`src/rtl/mem_stage_bus_if.sv`:
```
// Data-memory bus between the MEM stage (master) and the memory/arbiter (slave).
interface mem_stage_bus_if #(
   parameter int AW = 11
);
   logic          bus_req;
   logic          bus_we;
   logic [AW-1:0] bus_addr;
   logic [3:0]    bus_be;
   logic [31:0]   bus_wdata;
   logic          bus_ack;
   logic [31:0]   bus_rdata;

   modport master (
      output bus_req, bus_we, bus_addr, bus_be, bus_wdata,
      input  bus_ack, bus_rdata
   );

   modport slave (
      input  bus_req, bus_we, bus_addr, bus_be, bus_wdata,
      output bus_ack, bus_rdata
   );
endinterface

```
`src/rtl/mem_stage_bus.sv`:
```
// Pipeline MEM stage: issues one bus transaction per load/store, stalls upstream
// until ack or timeout, and registers the MEM/WB result.
module mem_stage_bus #(
   parameter int AW       = 11,
   parameter int MAX_WAIT = 15
) (
   input  logic        clk_i,
   input  logic        rst_n_i,
   input  logic        valid_i,
   input  logic        dmem_ena_i,
   input  logic        dmem_wena_i,
   input  logic [1:0]  dmem_type_i,
   input  logic        dmem_signed_i,
   input  logic [31:0] rt_data_i,
   input  logic [31:0] alu_result_i,
   input  logic [4:0]  rd_waddr_i,
   input  logic        rd_sel_i,
   input  logic        rd_wena_i,
   output logic        stall_o,
   output logic        wb_valid_o,
   output logic        rd_sel_o,
   output logic        rd_wena_o,
   output logic [4:0]  rd_waddr_o,
   output logic [31:0] alu_result_o,
   output logic [31:0] dmem_data_o,
   output logic        misalign_o,
   output logic        timeout_o,
   mem_stage_bus_if.master bus
);

   typedef enum logic {IDLE = 1'b0, BUS = 1'b1} state_t;

   localparam logic [7:0] WAIT_LAST = 8'(MAX_WAIT - 1);

   state_t        state_reg, state_next;
   logic [7:0]    wait_cnt_reg;

   logic [AW-1:0] addr_reg;
   logic [3:0]    be_reg;
   logic [31:0]   wdata_reg;
   logic          we_reg;
   logic [1:0]    type_reg;
   logic          signed_reg;
   logic [1:0]    off_reg;
   logic [4:0]    rd_waddr_reg;
   logic          rd_sel_reg;
   logic          rd_wena_reg;
   logic [31:0]   alu_reg;

   logic          is_half, is_byte, misaligned;
   logic          start, ack_hit, timeout_hit;
   logic          bus_req_int, stall_int;
   logic [3:0]    be_calc;
   logic [31:0]   wdata_calc;
   logic [7:0]    rbyte [4];
   logic [15:0]   half_sel;
   logic [7:0]    byte_sel;
   logic [31:0]   load_data;

   logic          wb_valid_reg, wb_valid_next;
   logic          wb_rd_sel_reg, wb_rd_sel_next;
   logic          wb_rd_wena_reg, wb_rd_wena_next;
   logic [4:0]    wb_rd_waddr_reg, wb_rd_waddr_next;
   logic [31:0]   wb_alu_reg, wb_alu_next;
   logic [31:0]   wb_dmem_reg, wb_dmem_next;
   logic          wb_misalign_reg, wb_misalign_next;
   logic          wb_timeout_reg, wb_timeout_next;

   // Access decode; type 11 falls through to the word path.
   assign is_half    = (dmem_type_i == 2'b01);
   assign is_byte    = (dmem_type_i == 2'b10);
   assign misaligned = is_half ? alu_result_i[0]
                               : (!is_byte && (alu_result_i[1:0] != 2'b00));

   assign start       = (state_reg == IDLE) && valid_i && dmem_ena_i && !misaligned;
   assign ack_hit     = (state_reg == BUS) && bus.bus_ack;
   assign timeout_hit = (state_reg == BUS) && !bus.bus_ack && (wait_cnt_reg == WAIT_LAST);

   generate
      for (genvar gi = 0; gi < 4; gi++) begin : g_lane
         assign be_calc[gi] = is_byte ? (alu_result_i[1:0] == 2'(gi))
                            : is_half ? (alu_result_i[1] == 1'(gi / 2))
                            : 1'b1;
         assign wdata_calc[8*gi +: 8] = is_byte ? rt_data_i[7:0]
                                      : is_half ? rt_data_i[8*(gi%2) +: 8]
                                      : rt_data_i[8*gi +: 8];
         assign rbyte[gi] = bus.bus_rdata[8*gi +: 8];
      end
   endgenerate

   assign half_sel = off_reg[1] ? bus.bus_rdata[31:16] : bus.bus_rdata[15:0];
   assign byte_sel = rbyte[off_reg];

   always_comb begin
      load_data = bus.bus_rdata;
      case (type_reg)
         2'b01:   load_data = {{16{signed_reg & half_sel[15]}}, half_sel};
         2'b10:   load_data = {{24{signed_reg & byte_sel[7]}}, byte_sel};
         default: load_data = bus.bus_rdata;
      endcase
   end

   always_ff @(posedge clk_i or negedge rst_n_i) begin
      if (!rst_n_i) begin
         state_reg <= IDLE;
      end else begin
         state_reg <= state_next;
      end
   end

   always_comb begin
      state_next = state_reg;
      case (state_reg)
         IDLE:    if (start) state_next = BUS;
         BUS:     if (ack_hit || timeout_hit) state_next = IDLE;
         default: state_next = IDLE;
      endcase
   end

   always_comb begin
      bus_req_int = 1'b0;
      stall_int   = 1'b0;
      case (state_reg)
         IDLE: stall_int = start;
         BUS: begin
            bus_req_int = 1'b1;
            stall_int   = !bus.bus_ack && !timeout_hit;
         end
         default: stall_int = 1'b0;
      endcase
   end

   // Stall is combinational from inputs, so it must be masked while reset is held.
   assign stall_o       = stall_int & rst_n_i;
   assign bus.bus_req   = bus_req_int;
   assign bus.bus_we    = we_reg;
   assign bus.bus_addr  = addr_reg;
   assign bus.bus_be    = be_reg;
   assign bus.bus_wdata = wdata_reg;

   always_ff @(posedge clk_i or negedge rst_n_i) begin
      if (!rst_n_i) begin
         wait_cnt_reg <= '0;
         addr_reg     <= '0;
         be_reg       <= '0;
         wdata_reg    <= '0;
         we_reg       <= 1'b0;
         type_reg     <= '0;
         signed_reg   <= 1'b0;
         off_reg      <= '0;
         rd_waddr_reg <= '0;
         rd_sel_reg   <= 1'b0;
         rd_wena_reg  <= 1'b0;
         alu_reg      <= '0;
      end else if (start) begin
         wait_cnt_reg <= '0;
         addr_reg     <= alu_result_i[AW+1:2];
         be_reg       <= be_calc;
         wdata_reg    <= wdata_calc;
         we_reg       <= dmem_wena_i;
         type_reg     <= dmem_type_i;
         signed_reg   <= dmem_signed_i;
         off_reg      <= alu_result_i[1:0];
         rd_waddr_reg <= rd_waddr_i;
         rd_sel_reg   <= rd_sel_i;
         rd_wena_reg  <= rd_wena_i;
         alu_reg      <= alu_result_i;
      end else if (state_reg == BUS && !bus.bus_ack) begin
         wait_cnt_reg <= wait_cnt_reg + 8'd1;
      end
   end

   always_comb begin
      wb_valid_next    = 1'b0;
      wb_rd_wena_next  = 1'b0;
      wb_misalign_next = 1'b0;
      wb_timeout_next  = 1'b0;
      wb_rd_sel_next   = wb_rd_sel_reg;
      wb_rd_waddr_next = wb_rd_waddr_reg;
      wb_alu_next      = wb_alu_reg;
      wb_dmem_next     = wb_dmem_reg;
      if (state_reg == IDLE && valid_i && (!dmem_ena_i || misaligned)) begin
         wb_valid_next    = 1'b1;
         wb_rd_sel_next   = rd_sel_i;
         wb_rd_waddr_next = rd_waddr_i;
         wb_alu_next      = alu_result_i;
         wb_dmem_next     = '0;
         wb_rd_wena_next  = rd_wena_i & !dmem_ena_i;
         wb_misalign_next = dmem_ena_i;
      end else if (ack_hit || timeout_hit) begin
         wb_valid_next    = 1'b1;
         wb_rd_sel_next   = rd_sel_reg;
         wb_rd_waddr_next = rd_waddr_reg;
         wb_alu_next      = alu_reg;
         wb_rd_wena_next  = ack_hit & rd_wena_reg;
         wb_timeout_next  = timeout_hit;
         wb_dmem_next     = (ack_hit && !we_reg) ? load_data : 32'd0;
      end
   end

   always_ff @(posedge clk_i or negedge rst_n_i) begin
      if (!rst_n_i) begin
         wb_valid_reg    <= 1'b0;
         wb_rd_sel_reg   <= 1'b0;
         wb_rd_wena_reg  <= 1'b0;
         wb_rd_waddr_reg <= '0;
         wb_alu_reg      <= '0;
         wb_dmem_reg     <= '0;
         wb_misalign_reg <= 1'b0;
         wb_timeout_reg  <= 1'b0;
      end else begin
         wb_valid_reg    <= wb_valid_next;
         wb_rd_sel_reg   <= wb_rd_sel_next;
         wb_rd_wena_reg  <= wb_rd_wena_next;
         wb_rd_waddr_reg <= wb_rd_waddr_next;
         wb_alu_reg      <= wb_alu_next;
         wb_dmem_reg     <= wb_dmem_next;
         wb_misalign_reg <= wb_misalign_next;
         wb_timeout_reg  <= wb_timeout_next;
      end
   end

   assign wb_valid_o   = wb_valid_reg;
   assign rd_sel_o     = wb_rd_sel_reg;
   assign rd_wena_o    = wb_rd_wena_reg;
   assign rd_waddr_o   = wb_rd_waddr_reg;
   assign alu_result_o = wb_alu_reg;
   assign dmem_data_o  = wb_dmem_reg;
   assign misalign_o   = wb_misalign_reg;
   assign timeout_o    = wb_timeout_reg;

endmodule

```
`src/flat_wrapper.sv`:
```
// flat-port wrapper written by rule: the top's interface ports become plain ports
module mem_stage_bus_flat 
#(
   parameter int AW       = 11,
   parameter int MAX_WAIT = 15
)
  (clk_i, rst_n_i, valid_i, dmem_ena_i, dmem_wena_i, dmem_type_i, dmem_signed_i, rt_data_i, alu_result_i, rd_waddr_i, rd_sel_i, rd_wena_i, stall_o, wb_valid_o, rd_sel_o, rd_wena_o, rd_waddr_o, alu_result_o, dmem_data_o, misalign_o, timeout_o, bus_bus_req, bus_bus_we, bus_bus_addr, bus_bus_be, bus_bus_wdata, bus_bus_ack, bus_bus_rdata);
  mem_stage_bus_if #(.AW(AW)) bus_i ();
  input  logic clk_i;
  input  logic rst_n_i;
  input  logic valid_i;
  input  logic dmem_ena_i;
  input  logic dmem_wena_i;
  input  logic [1:0] dmem_type_i;
  input  logic dmem_signed_i;
  input  logic [31:0] rt_data_i;
  input  logic [31:0] alu_result_i;
  input  logic [4:0] rd_waddr_i;
  input  logic rd_sel_i;
  input  logic rd_wena_i;
  output logic stall_o;
  output logic wb_valid_o;
  output logic rd_sel_o;
  output logic rd_wena_o;
  output logic [4:0] rd_waddr_o;
  output logic [31:0] alu_result_o;
  output logic [31:0] dmem_data_o;
  output logic misalign_o;
  output logic timeout_o;
  output wire logic [$bits(bus_i.bus_req)-1:0] bus_bus_req;
  output wire logic [$bits(bus_i.bus_we)-1:0] bus_bus_we;
  output wire logic [$bits(bus_i.bus_addr)-1:0] bus_bus_addr;
  output wire logic [$bits(bus_i.bus_be)-1:0] bus_bus_be;
  output wire logic [$bits(bus_i.bus_wdata)-1:0] bus_bus_wdata;
  input wire logic [$bits(bus_i.bus_ack)-1:0] bus_bus_ack;
  input wire logic [$bits(bus_i.bus_rdata)-1:0] bus_bus_rdata;
  assign bus_bus_req = bus_i.bus_req;
  assign bus_bus_we = bus_i.bus_we;
  assign bus_bus_addr = bus_i.bus_addr;
  assign bus_bus_be = bus_i.bus_be;
  assign bus_bus_wdata = bus_i.bus_wdata;
  assign bus_i.bus_ack = bus_bus_ack;
  assign bus_i.bus_rdata = bus_bus_rdata;
  mem_stage_bus #(.AW(AW), .MAX_WAIT(MAX_WAIT)) u_core (.clk_i(clk_i), .rst_n_i(rst_n_i), .valid_i(valid_i), .dmem_ena_i(dmem_ena_i), .dmem_wena_i(dmem_wena_i), .dmem_type_i(dmem_type_i), .dmem_signed_i(dmem_signed_i), .rt_data_i(rt_data_i), .alu_result_i(alu_result_i), .rd_waddr_i(rd_waddr_i), .rd_sel_i(rd_sel_i), .rd_wena_i(rd_wena_i), .stall_o(stall_o), .wb_valid_o(wb_valid_o), .rd_sel_o(rd_sel_o), .rd_wena_o(rd_wena_o), .rd_waddr_o(rd_waddr_o), .alu_result_o(alu_result_o), .dmem_data_o(dmem_data_o), .misalign_o(misalign_o), .timeout_o(timeout_o), .bus(bus_i));
endmodule
```
`config.mk`:
```
export PLATFORM = sky130hd
export DESIGN_NAME = mem_stage_bus_flat
export DESIGN_NICKNAME = d
export VERILOG_FILES = /design/src/rtl/mem_stage_bus_if.sv /design/src/rtl/mem_stage_bus.sv /design/src/flat_wrapper.sv
export SDC_FILE = /design/constraint.sdc
export NUM_CORES = 1
export LEC_CHECK = 0
export ABC_CLOCK_PERIOD_IN_PS = 3130
export CAP_MARGIN = 20
export CORE_MARGIN = 3
export CORE_UTILIZATION = 51
export DETAILED_ROUTE_END_ITERATION = 8
export PLACE_DENSITY = 0.88
export SYNTH_ARGS = -nofsm -noshare
export SYNTH_HDL_FRONTEND = slang
export SYNTH_SLANG_ARGS = --single-unit
```
`constraint.sdc`:
```
create_clock -name clk_i -period 3.13 [get_ports clk_i]
set_input_delay 0.626 -clock clk_i [delete_from_list [all_inputs] [get_ports clk_i]]
set_output_delay 0.626 -clock clk_i [all_outputs]
set_load 0.05 [all_outputs]
```
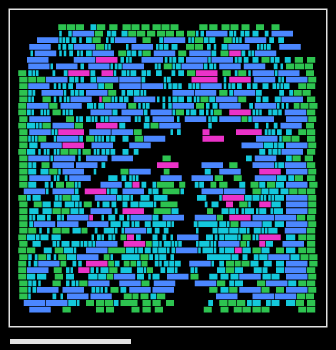
*Cell classes on the final placement*
Scale bar: 50 microns.
legend:
  other buffers and delay cells:
    colour: green
    cells: 261
    share_of_their_area: 24%
  clock drivers and dummy loads:
    colour: magenta
    cells: 32
    share_of_their_area: 5.8%
  flip-flops:
    colour: blue
    cells: 162
    share_of_their_area: 38%
  all other logic:
    colour: cyan
    cells: 580
    share_of_their_area: 32%
core area: 0.0149 sq mm
final instance area: 0.0110 sq mm
row count: 44
fraction of area in registers: 0.367
fin util: 0.742

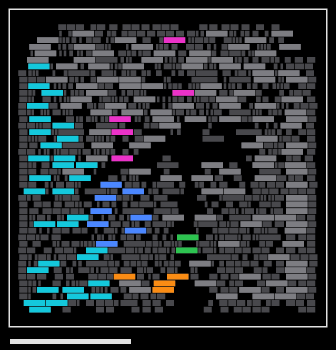
*Register map, names as in the netlist*
Scale bar: 50 microns. Other sequential cells in the stronger grey, the rest of the logic in the fainter grey.
legend:
  u_core.bus.bus_wdata:
    colour: cyan
    flops: 32
  u_core.rd_waddr_o:
    colour: magenta
    flops: 5
  u_core.wait_cnt_reg:
    colour: blue
    flops: 8
  u_core.bus.bus_be:
    colour: orange
    flops: 4
    where: bottom centre
  u_core.type_reg:
    colour: green
    flops: 2
not coloured: 111
FF/Latch Area: 0.00405 sq mm
P_seq: 2880 uW

==> results.txt <==
run results: CP max stage cell or4b_1, M2 GR Usage 0.452, drt first pass iters 5, GRT Residual Overflow 0, Hold-fix buffers, CTS 0, pre-CTS setup slack 233 ps, clkbuf count 22, CP required 2500 ps, critical path class flop to primary output, Leading cell kind sequential cells, Synth flops 162, Routed Antenna Nets 0, worst-path maximum fanout 4, AO/OA Area Share 0.201, Worst path depth 7, Die H 131 microns, Worst Setup EP stall_o, initial antenna violation count 0, fp util 0.535, comb area leader AND-OR/OR-AND gates, Adders+Majority by Area 0.00630, n_diodes 1, status completed, Clock Skews 7.45 ps, post-route setup TNS 0 ps, post-CTS sizing 0, # clock sinks 162, Power Dens Cells 762 mW/mm^2, yosys simple share 0.156, Clock Pin Slew Worst Setup and Hold Paths 60 ps, Critical path origin u_core.wait_cnt_reg[0], main flop type dfrtp_1, Yosys warning count 0, Hold Fails Final Rpt 0, IO buf count 235, Synth Net Count 936, Iteration-0 DRC Markers 659, WL final 23.4 mm, CP max stage delay 610 ps, first-pass GRT wire length 36.8 mm, worst-margin pin slew 876 ps, Int Pwr 5070 uW, post-layout min period 3030 ps, IO Pins 236, met1 Usage GRT 0.347, Clock buf/inv share 0.0571, Gate Area 0.00343 sq mm, mapped cell area 0.00795 sq mm, xor+xnor area frac 0.00661, layout buffer count excluding clock buffers 261, Startpoint Class flop, flop count 162
==> cell usage after synthesis (all sizes together) (2+ instances only) <==
| master | instances | area share |
|---|---|---|
| nor2b | 3 | 0.0033 |
| a221oi | 10 | 0.011 |
| nor2 | 18 | 0.0088 |
| dfrtp | 162 | 0.51 |
| mux2 | 18 | 0.026 |
| nand2 | 189 | 0.089 |
| clkbuf | 31 | 0.015 |
| a21o | 10 | 0.0094 |
| a211oi | 37 | 0.035 |
| and2 | 9 | 0.0071 |
| o22ai | 3 | 0.0024 |
| and3 | 3 | 0.0024 |
| ha | 4 | 0.0063 |
| buf | 47 | 0.039 |
| nor3b | 2 | 0.0019 |
| a221o | 23 | 0.030 |
| a32o | 7 | 0.0088 |
| nand3b | 2 | 0.0019 |
| nand4bb | 2 | 0.0028 |
| a31oi | 39 | 0.031 |
| mux2i | 24 | 0.030 |
| nand2b | 8 | 0.0063 |
| xor2 | 6 | 0.0066 |
| o21ai | 82 | 0.053 |
| a21oi | 6 | 0.0047 |
| nand3 | 38 | 0.024 |
| a22o | 2 | 0.0022 |
| nand4 | 4 | 0.0031 |
| inv | 17 | 0.0080 |
==> cell usage in the layout, fill, tap and decap left out, types with 3 or more instances in the layout <==
cell type,n
nand3_1,38
mux2_2,17
and2_1,9
ha_1,4
a21o_1,10
dfrtp_1,162
a211oi_1,37
inv_1,16
o21ai_0,74
a31oi_1,38
nand2_1,189
o21ai_1,5
buf_4,21
xor2_1,6
clkbuf_16,17
buf_12,6
clkdlybuf4s50_1,233
clkinv_4,3
a221oi_1,10
nand2b_1,8
a221o_2,8
bufinv_16,3
nand4_1,4
nor2_1,17
o22ai_1,3
mux2i_1,24
a221o_1,15
and3_1,3
clkbuf_8,4
a32o_1,7
a21oi_1,4
Power figures rest on the tool's default switching activity, not on a simulated workload.
